`src/rtl/mem_data_unit_if.sv`:
```
// mem_data_unit_if: request/response and byte-wide memory bus bundle for mem_data_unit.
//   start/wr/d8_d16/addr/wdata : datapath access request (sampled with start)
//   mdr16/mdr8                 : load data toward the register-file write mux
//   busy/done/err              : access status; err qualifies done (timeout)
//   mem_*                      : 8-bit ready-handshaked memory bus
// slave  = the sequencer side, master = the datapath/memory side.
interface mem_data_unit_if;
    logic        start;
    logic        wr;
    logic        d8_d16;
    logic [15:0] addr;
    logic [15:0] wdata;
    logic [15:0] mem_addr;
    logic        mem_rd;
    logic        mem_wr;
    logic [7:0]  mem_wdata;
    logic [7:0]  mem_rdata;
    logic        mem_ready;
    logic [15:0] mdr16;
    logic [7:0]  mdr8;
    logic        busy;
    logic        done;
    logic        err;

    modport slave (
        input  start, wr, d8_d16, addr, wdata, mem_rdata, mem_ready,
        output mem_addr, mem_rd, mem_wr, mem_wdata, mdr16, mdr8, busy, done, err
    );

    modport master (
        output start, wr, d8_d16, addr, wdata, mem_rdata, mem_ready,
        input  mem_addr, mem_rd, mem_wr, mem_wdata, mdr16, mdr8, busy, done, err
    );
endinterface

```
`src/rtl/mem_data_unit.sv`:
```
// mem_data_unit: load/store sequencer between the datapath and an 8-bit memory bus.
// 16-bit accesses are split into two little-endian byte transfers (addr, addr+1).
// Each byte transfer holds its request until mem_ready, or aborts after WAIT_MAX
// idle cycles. Completion is signalled by a one-cycle done (err=1 on timeout).
// Ports:
//   clock : system clock, rising edge
//   reset : asynchronous active-low reset
//   bus   : mem_data_unit_if.slave (request, memory bus, mdr16/mdr8, status)
module mem_data_unit #(
    parameter int unsigned WAIT_MAX = 15
) (
    input  logic           clock,
    input  logic           reset,
    mem_data_unit_if.slave bus
);
    localparam int unsigned WAIT_W = 8;
    localparam logic [WAIT_W-1:0] WAIT_LAST = WAIT_W'(WAIT_MAX - 1);

    typedef enum logic [1:0] {
        IDLE    = 2'd0,
        XFER_LO = 2'd1,
        XFER_HI = 2'd2,
        FIN     = 2'd3
    } state_t;

    state_t              state_q, state_d;
    logic                wr_q, wr_d;
    logic                d16_q, d16_d;
    logic [15:0]         addr_q, addr_d;
    logic [7:0]          wdata_hi_q, wdata_hi_d;
    logic [WAIT_W-1:0]   wait_q, wait_d;
    logic                abort_q, abort_d;
    logic [15:0]         mem_addr_q, mem_addr_d;
    logic                mem_rd_q, mem_rd_d;
    logic                mem_wr_q, mem_wr_d;
    logic [7:0]          mem_wdata_q, mem_wdata_d;
    logic [15:0]         mdr16_q, mdr16_d;
    logic [7:0]          mdr8_q, mdr8_d;
    logic                busy_q, busy_d;
    logic                done_q, done_d;
    logic                err_q, err_d;

    // Next-state and next-output logic; every output is taken from a register.
    always_comb begin
        state_d     = state_q;
        wr_d        = wr_q;
        d16_d       = d16_q;
        addr_d      = addr_q;
        wdata_hi_d  = wdata_hi_q;
        wait_d      = wait_q;
        abort_d     = abort_q;
        mem_addr_d  = mem_addr_q;
        mem_rd_d    = mem_rd_q;
        mem_wr_d    = mem_wr_q;
        mem_wdata_d = mem_wdata_q;
        mdr16_d     = mdr16_q;
        mdr8_d      = mdr8_q;
        busy_d      = busy_q;
        done_d      = 1'b0;
        err_d       = 1'b0;

        case (state_q)
            IDLE: begin
                if (bus.start) begin
                    wr_d        = bus.wr;
                    d16_d       = bus.d8_d16;
                    addr_d      = bus.addr;
                    wdata_hi_d  = bus.wdata[15:8];
                    wait_d      = '0;
                    abort_d     = 1'b0;
                    mem_addr_d  = bus.addr;
                    mem_rd_d    = !bus.wr;
                    mem_wr_d    = bus.wr;
                    mem_wdata_d = bus.wdata[7:0];
                    busy_d      = 1'b1;
                    state_d     = XFER_LO;
                end
            end

            XFER_LO: begin
                if (bus.mem_ready) begin
                    if (!wr_q) begin
                        mdr8_d       = bus.mem_rdata;
                        mdr16_d[7:0] = bus.mem_rdata;
                        if (!d16_q) begin
                            mdr16_d[15:8] = 8'h00;
                        end
                    end
                    if (d16_q) begin
                        // Chain straight into the high byte, request stays up.
                        mem_addr_d  = addr_q + 16'd1;
                        mem_wdata_d = wdata_hi_q;
                        wait_d      = '0;
                        state_d     = XFER_HI;
                    end else begin
                        mem_rd_d = 1'b0;
                        mem_wr_d = 1'b0;
                        state_d  = FIN;
                    end
                end else if (wait_q == WAIT_LAST) begin
                    mem_rd_d = 1'b0;
                    mem_wr_d = 1'b0;
                    abort_d  = 1'b1;
                    state_d  = FIN;
                end else begin
                    wait_d = wait_q + WAIT_W'(1);
                end
            end

            XFER_HI: begin
                if (bus.mem_ready) begin
                    if (!wr_q) begin
                        mdr16_d[15:8] = bus.mem_rdata;
                    end
                    mem_rd_d = 1'b0;
                    mem_wr_d = 1'b0;
                    state_d  = FIN;
                end else if (wait_q == WAIT_LAST) begin
                    mem_rd_d = 1'b0;
                    mem_wr_d = 1'b0;
                    abort_d  = 1'b1;
                    state_d  = FIN;
                end else begin
                    wait_d = wait_q + WAIT_W'(1);
                end
            end

            FIN: begin
                done_d  = 1'b1;
                err_d   = abort_q;
                busy_d  = 1'b0;
                state_d = IDLE;
            end

            default: begin
                state_d = IDLE;
            end
        endcase
    end

    // State and output registers; reset abandons any access in flight.
    always_ff @(posedge clock or negedge reset) begin
        if (!reset) begin
            state_q     <= IDLE;
            wr_q        <= 1'b0;
            d16_q       <= 1'b0;
            addr_q      <= '0;
            wdata_hi_q  <= '0;
            wait_q      <= '0;
            abort_q     <= 1'b0;
            mem_addr_q  <= '0;
            mem_rd_q    <= 1'b0;
            mem_wr_q    <= 1'b0;
            mem_wdata_q <= '0;
            mdr16_q     <= '0;
            mdr8_q      <= '0;
            busy_q      <= 1'b0;
            done_q      <= 1'b0;
            err_q       <= 1'b0;
        end else begin
            state_q     <= state_d;
            wr_q        <= wr_d;
            d16_q       <= d16_d;
            addr_q      <= addr_d;
            wdata_hi_q  <= wdata_hi_d;
            wait_q      <= wait_d;
            abort_q     <= abort_d;
            mem_addr_q  <= mem_addr_d;
            mem_rd_q    <= mem_rd_d;
            mem_wr_q    <= mem_wr_d;
            mem_wdata_q <= mem_wdata_d;
            mdr16_q     <= mdr16_d;
            mdr8_q      <= mdr8_d;
            busy_q      <= busy_d;
            done_q      <= done_d;
            err_q       <= err_d;
        end
    end

    assign bus.mem_addr  = mem_addr_q;
    assign bus.mem_rd    = mem_rd_q;
    assign bus.mem_wr    = mem_wr_q;
    assign bus.mem_wdata = mem_wdata_q;
    assign bus.mdr16     = mdr16_q;
    assign bus.mdr8      = mdr8_q;
    assign bus.busy      = busy_q;
    assign bus.done      = done_q;
    assign bus.err       = err_q;
endmodule

```
`src/flat_wrapper.sv`:
```
// flat-port wrapper written by rule: the top's interface ports become plain ports
module mem_data_unit_flat 
#(
    parameter int unsigned WAIT_MAX = 15
)
  (clock, reset, bus_start, bus_wr, bus_d8_d16, bus_addr, bus_wdata, bus_mem_rdata, bus_mem_ready, bus_mem_addr, bus_mem_rd, bus_mem_wr, bus_mem_wdata, bus_mdr16, bus_mdr8, bus_busy, bus_done, bus_err);
  mem_data_unit_if bus_i ();
  input  logic clock;
  input  logic reset;
  input wire logic [$bits(bus_i.start)-1:0] bus_start;
  input wire logic [$bits(bus_i.wr)-1:0] bus_wr;
  input wire logic [$bits(bus_i.d8_d16)-1:0] bus_d8_d16;
  input wire logic [$bits(bus_i.addr)-1:0] bus_addr;
  input wire logic [$bits(bus_i.wdata)-1:0] bus_wdata;
  input wire logic [$bits(bus_i.mem_rdata)-1:0] bus_mem_rdata;
  input wire logic [$bits(bus_i.mem_ready)-1:0] bus_mem_ready;
  output wire logic [$bits(bus_i.mem_addr)-1:0] bus_mem_addr;
  output wire logic [$bits(bus_i.mem_rd)-1:0] bus_mem_rd;
  output wire logic [$bits(bus_i.mem_wr)-1:0] bus_mem_wr;
  output wire logic [$bits(bus_i.mem_wdata)-1:0] bus_mem_wdata;
  output wire logic [$bits(bus_i.mdr16)-1:0] bus_mdr16;
  output wire logic [$bits(bus_i.mdr8)-1:0] bus_mdr8;
  output wire logic [$bits(bus_i.busy)-1:0] bus_busy;
  output wire logic [$bits(bus_i.done)-1:0] bus_done;
  output wire logic [$bits(bus_i.err)-1:0] bus_err;
  assign bus_i.start = bus_start;
  assign bus_i.wr = bus_wr;
  assign bus_i.d8_d16 = bus_d8_d16;
  assign bus_i.addr = bus_addr;
  assign bus_i.wdata = bus_wdata;
  assign bus_i.mem_rdata = bus_mem_rdata;
  assign bus_i.mem_ready = bus_mem_ready;
  assign bus_mem_addr = bus_i.mem_addr;
  assign bus_mem_rd = bus_i.mem_rd;
  assign bus_mem_wr = bus_i.mem_wr;
  assign bus_mem_wdata = bus_i.mem_wdata;
  assign bus_mdr16 = bus_i.mdr16;
  assign bus_mdr8 = bus_i.mdr8;
  assign bus_busy = bus_i.busy;
  assign bus_done = bus_i.done;
  assign bus_err = bus_i.err;
  mem_data_unit #(.WAIT_MAX(WAIT_MAX)) u_core (.clock(clock), .reset(reset), .bus(bus_i));
endmodule
```
`config.mk`:
```
export PLATFORM = sky130hd
export DESIGN_NAME = mem_data_unit_flat
export DESIGN_NICKNAME = d
export VERILOG_FILES = /design/src/rtl/mem_data_unit_if.sv /design/src/rtl/mem_data_unit.sv /design/src/flat_wrapper.sv
export SDC_FILE = /design/constraint.sdc
export NUM_CORES = 1
export LEC_CHECK = 0
export ABC_CLOCK_PERIOD_IN_PS = 2000
export CAP_MARGIN = 10
export CORE_MARGIN = 3
export CORE_UTILIZATION = 35
export CTS_CLUSTER_DIAMETER = 150
export CTS_CLUSTER_SIZE = 30
export DETAILED_ROUTE_END_ITERATION = 10
export RECOVER_POWER = 100
export SLEW_MARGIN = 0
export SYNTH_ARGS = -nofsm -noshare
export SYNTH_HDL_FRONTEND = slang
export SYNTH_SLANG_ARGS = --single-unit
export TNS_END_PERCENT = 5
```
`constraint.sdc`:
```
create_clock -name clock -period 2 [get_ports clock]
set_input_delay 0.4 -clock clock [delete_from_list [all_inputs] [get_ports clock]]
set_output_delay 0.4 -clock clock [all_outputs]
set_load 0.005 [all_outputs]
```
==> results.toml, run 1 <==
# synthesis and place-and-route metrics
[place]
hpwl_um = 6590
placed_cells = 604
port_buffers = 98
place_area_sq_um = 5170
pre_cts_ws_ns = -0.130

[layout]
final_util = 0.499
layout_top_cell = "clkdlybuf4s50_1"
combGateArea_sq_um = 1740
nets = 530
area_delta_synth_final_pct = 38.3
final_cells = 621
final_cell_area_sq_um = 5430
layout_top_cells = "clkdlybuf4s50_1 (97), dfrtp_1 (82), nand2_1 (47)"
ff_latch_area_sq_um = 2050
seq_share = 0.378
drive_gt1_frac = 0.168
fill_cells = 990
buf_share = 0.223
buffers = 121
nFlopsAndLatches = 82

[final_timing]
fin_crit_ns = 1.91
hold_violations = 0
tns_ns = 0
holdWs_ns = 0.482
skew_ns = 0.0126
drv_slew = 0
fin_crit_sh = 0.955
worst_pin_slew_ns = 0.738
slew_headroom = 0.508

[global_route]
track_usage = 0.151
antenna_found_initial = 0
grt_use_met3 = 0.0364
grt_max_degree = 55
grt_util_met2 = 0.256

[worst_setup_path]
worstRegToRegCells = 6
slowest_stage = "dfrtp_1"
crit_family = "simple AND/OR/NAND/NOR gates"
critPathMaxFanout = 5
worstReg2RegStart = "u_core.wait_q[1]"
criticalPathCategory = "reg2reg"
cp-end-kind = "register"
cp.depth = 6

[pwr]
power_leakage_uw = 0.00226
cellPowerDensity_nw_per_um2 = 1560
finalPower_uw = 8470
powerClk_uw = 1330
p_clk_frac = 0.157
power-top-group = "combinational cells"
combPwrFrac = 0.494
peakVddDrop_uv = 580
pg_comb_uw = 4180
p_seq_frac = 0.349
p_switching_uw = 2940

[clock_network]
clock-root-buffer = "clkbuf_8"
clkSinkCount = 82
h-tree-depth = 3
clk_pin_slew_ns = 0.07
clk_latency_ns = 0.35
cts_resized = 1
clockBufferDepth = 2

[drt]
postRouteAntennaNets = 0
firstDrtPassIters = 4
wire_per_inst_um = 14.7
met1_length_um = 3890

[flow_run]
drv_cap = 0
warnings = 31

[logic_synthesis]
mux_share = 0.134
ys_sh_xor = 0.0312
async_flop_share = 1.00
avgSynthCellArea_sq_um = 10.7
ys_cells = 368
synth-compound-area-share = 0.109
synthCells = 368
yosysTopAreaCellShare = 0.523
yosys.stat.seqShare = 0.523
ys_ff = 82
simple_gate_area_frac = 0.139
yosys_area_sq_um = 3930

[die]
dieWidth_um = 112
die_area_sq_um = 12500
initCoreUtil = 0.360
nWellTaps = 140
io_pins = 99
die_h_um = 112

[run_status]
status = "finished, final reports clean"

[hold_path]
hold_depth = 2
Run 1, signal wires on met1:
Cells faint in the background.
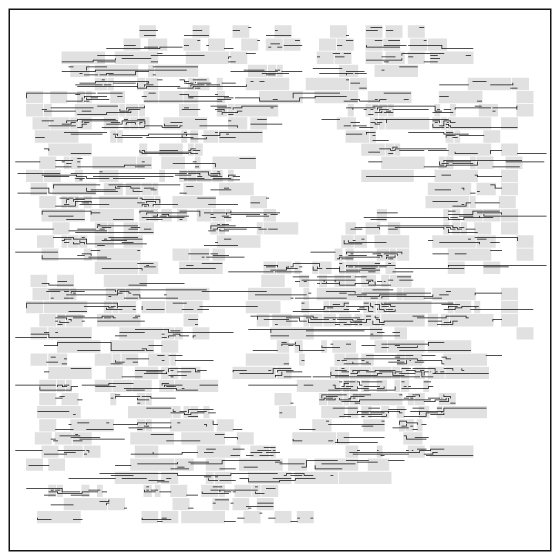
The longest straight run is 27.6 um. The wires run mostly horizontal. The layer holds 43% of the routed length.
final WL: 9150 um
vias: 3093
met1 Use GR: 0.186

Run 1, the metal 2 layer:
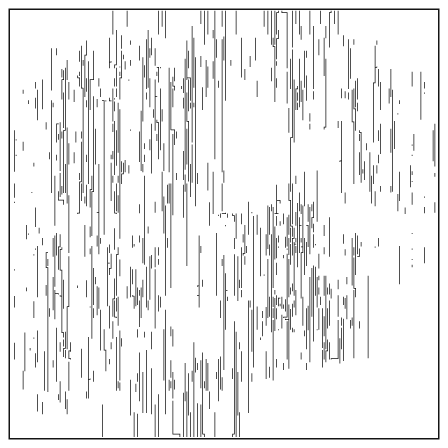
The layer carries 4490 um of wire. The wires run mostly vertical. The longest straight run is 39.4 um. 436 nets have wire on it. The layer holds 49% of the routed length.

Run 1, met4 routing:
Cells faint in the background.
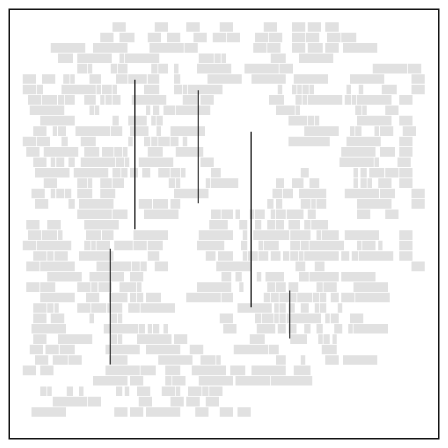
The wires run mostly vertical. The longest straight run is 45.6 um. The layer carries 156 um of wire. The layer holds 1.7% of the routed length.

==> run 1 -> run 2 <==
Settings changed: CAP_MARGIN 10 to 30, SLEW_MARGIN 0 to not set.
==> run 2 against run 1 <==
Final area unchanged. Combinational power about the same. Sequential cell count unchanged. Non-clock buffer count is the same. Largest cell class unchanged. Largest power group unchanged.
==> results.toml, run 2 <==
# synthesis and place-and-route metrics
[logic_synthesis]
ys_sh_xor = 0.0312
synth_nets = 421
simple_gate_area_frac = 0.139
yosysTopAreaCellShare = 0.523
yosysWarnings = 0
synthCells = 368
ys_ff = 82
ys_dominant_reg_cell = "dfrtp_1"
avgSynthCellArea_sq_um = 10.7
edf_count = 0
yosys_area_sq_um = 3930
yosys.stat.seqShare = 0.523
topCombFamilyByArea = "simple AND/OR/NAND/NOR gates"
yosys.cell_types.count = 38
synth-compound-area-share = 0.109
top_cell = "dfrtp_1"
ys_cells = 368
async_flop_share = 1.00
mux_share = 0.134

[clock_network]
clock-root-buffer = "clkbuf_8"
clkSinkCount = 82
cts_inserted_buffers = 9
cts_resized = 1
cts_setup_buffers = 0
cts_tree = "built"
clk_pin_slew_ns = 0.07
clockBufferDepth = 2
clk_latency_ns = 0.35
h-tree-depth = 3

[pwr]
p_switching_uw = 2940
p_seq_frac = 0.349
powerClk_uw = 1330
cellPowerDensity_nw_per_um2 = 1560
internal_power_uw = 5540
power_leakage_uw = 0.00226
power-top-group = "combinational cells"
p_clk_frac = 0.157
combPwrFrac = 0.494
switching_share = 0.347
pg_comb_uw = 4180
peakVddDrop_uv = 580
sequentialPower_uw = 2960
finalPower_uw = 8470

[layout]
final_cells = 621
seq_share = 0.378
clkCellAreaFrac = 0.0403
fill_cells = 990
layout_top_cells = "clkdlybuf4s50_1 (97), dfrtp_1 (82), nand2_1 (47)"
final_cell_area_sq_um = 5430
combGateArea_sq_um = 1740
nets = 530
buffers = 121
drive_gt1_frac = 0.168
area_delta_synth_final_pct = 38.3
final_util = 0.499
layout_top_cell = "clkdlybuf4s50_1"
ff_latch_area_sq_um = 2050
buf_share = 0.223
nFlopsAndLatches = 82

[final_timing]
slew_headroom = 0.508
rsz0062_at_grt = "true"
fmax_mhz = 524
skew_ns = 0.0126
fin_crit_ns = 1.91
holdWs_ns = 0.482
tns_ns = 0
hold_violations = 0
worst_pin_slew_ns = 0.738
fin_crit_sh = 0.955
drv_slew = 0

[global_route]
grt_max_degree = 55
grt_util_met1 = 0.186
grt_pass1_vias = 3162
antenna_found_initial = 0
track_usage = 0.151
grt_use_met3 = 0.0364

[die]
rows = 38
core_area_sq_um = 10900
dieWidth_um = 112
io_pins = 99
die_h_um = 112
die_area_sq_um = 12500
initCoreUtil = 0.360
nWellTaps = 140

[worst_setup_path]
cp-end-kind = "register"
worstReg2RegStart = "u_core.wait_q[1]"
cp-startpoint = "u_core.wait_q[1]"
criticalPathCategory = "reg2reg"
crit_arrival_ns = 2.14
cp.depth = 6
slowest_stage = "dfrtp_1"
critPathMaxFanout = 5
critPathMaxStageDelay_ns = 0.41
timing.critical_path.buf_inv = 1
worstRegToRegCells = 6
worstSetupStartpointType = "register"
cp_cell_sequence = "ha_1 -> or3b_4 -> nor4_4 -> nor4_2 -> buf_4 -> a221o_1"
crit_family = "simple AND/OR/NAND/NOR gates"
r2r-end = "u_core.wait_q[4]"

[drt]
met1_length_um = 3890
wl_um = 9150
drtIter0Drc = 104
firstDrtPassIters = 4
postRouteAntennaNets = 0
routed.top_layer = "met4"
wire_per_inst_um = 14.7
wl_met3_um = 611
vias = 3093

[place]
hpwl_um = 6590
pre_cts_ws_ns = -0.130
port_buffers = 98
placed_cells = 604
place_area_sq_um = 5170

[run_status]
status = "finished, final reports clean"

[hold_path]
hold_depth = 2
min_to = "u_core.bus.mem_addr[2]"

[flow_run]
warnings = 31
drv_cap = 0
Run 2, met4 routing:
Cells faint in the background.
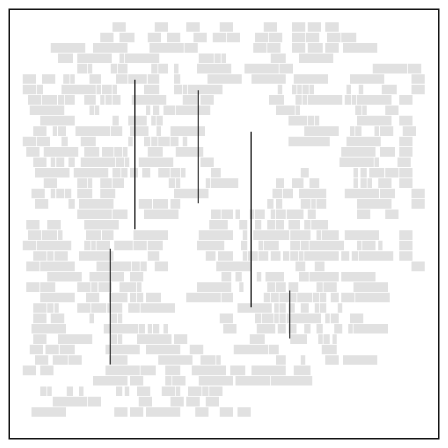
The layer carries 156 um of wire. The layer holds 1.7% of the routed length.

Run 2, the metal 2 layer:
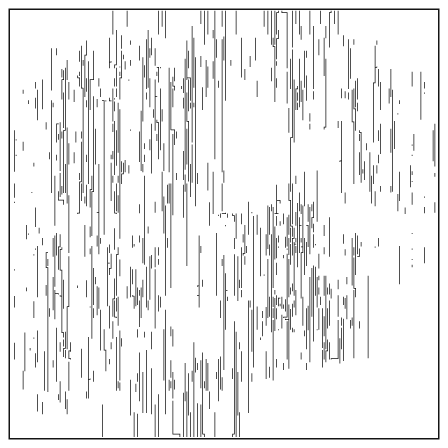
The layer holds 49% of the routed length. The wires run mostly vertical.
M2 GR Usage: 0.256

Power figures rest on the tool's default switching activity, not on a simulated workload.
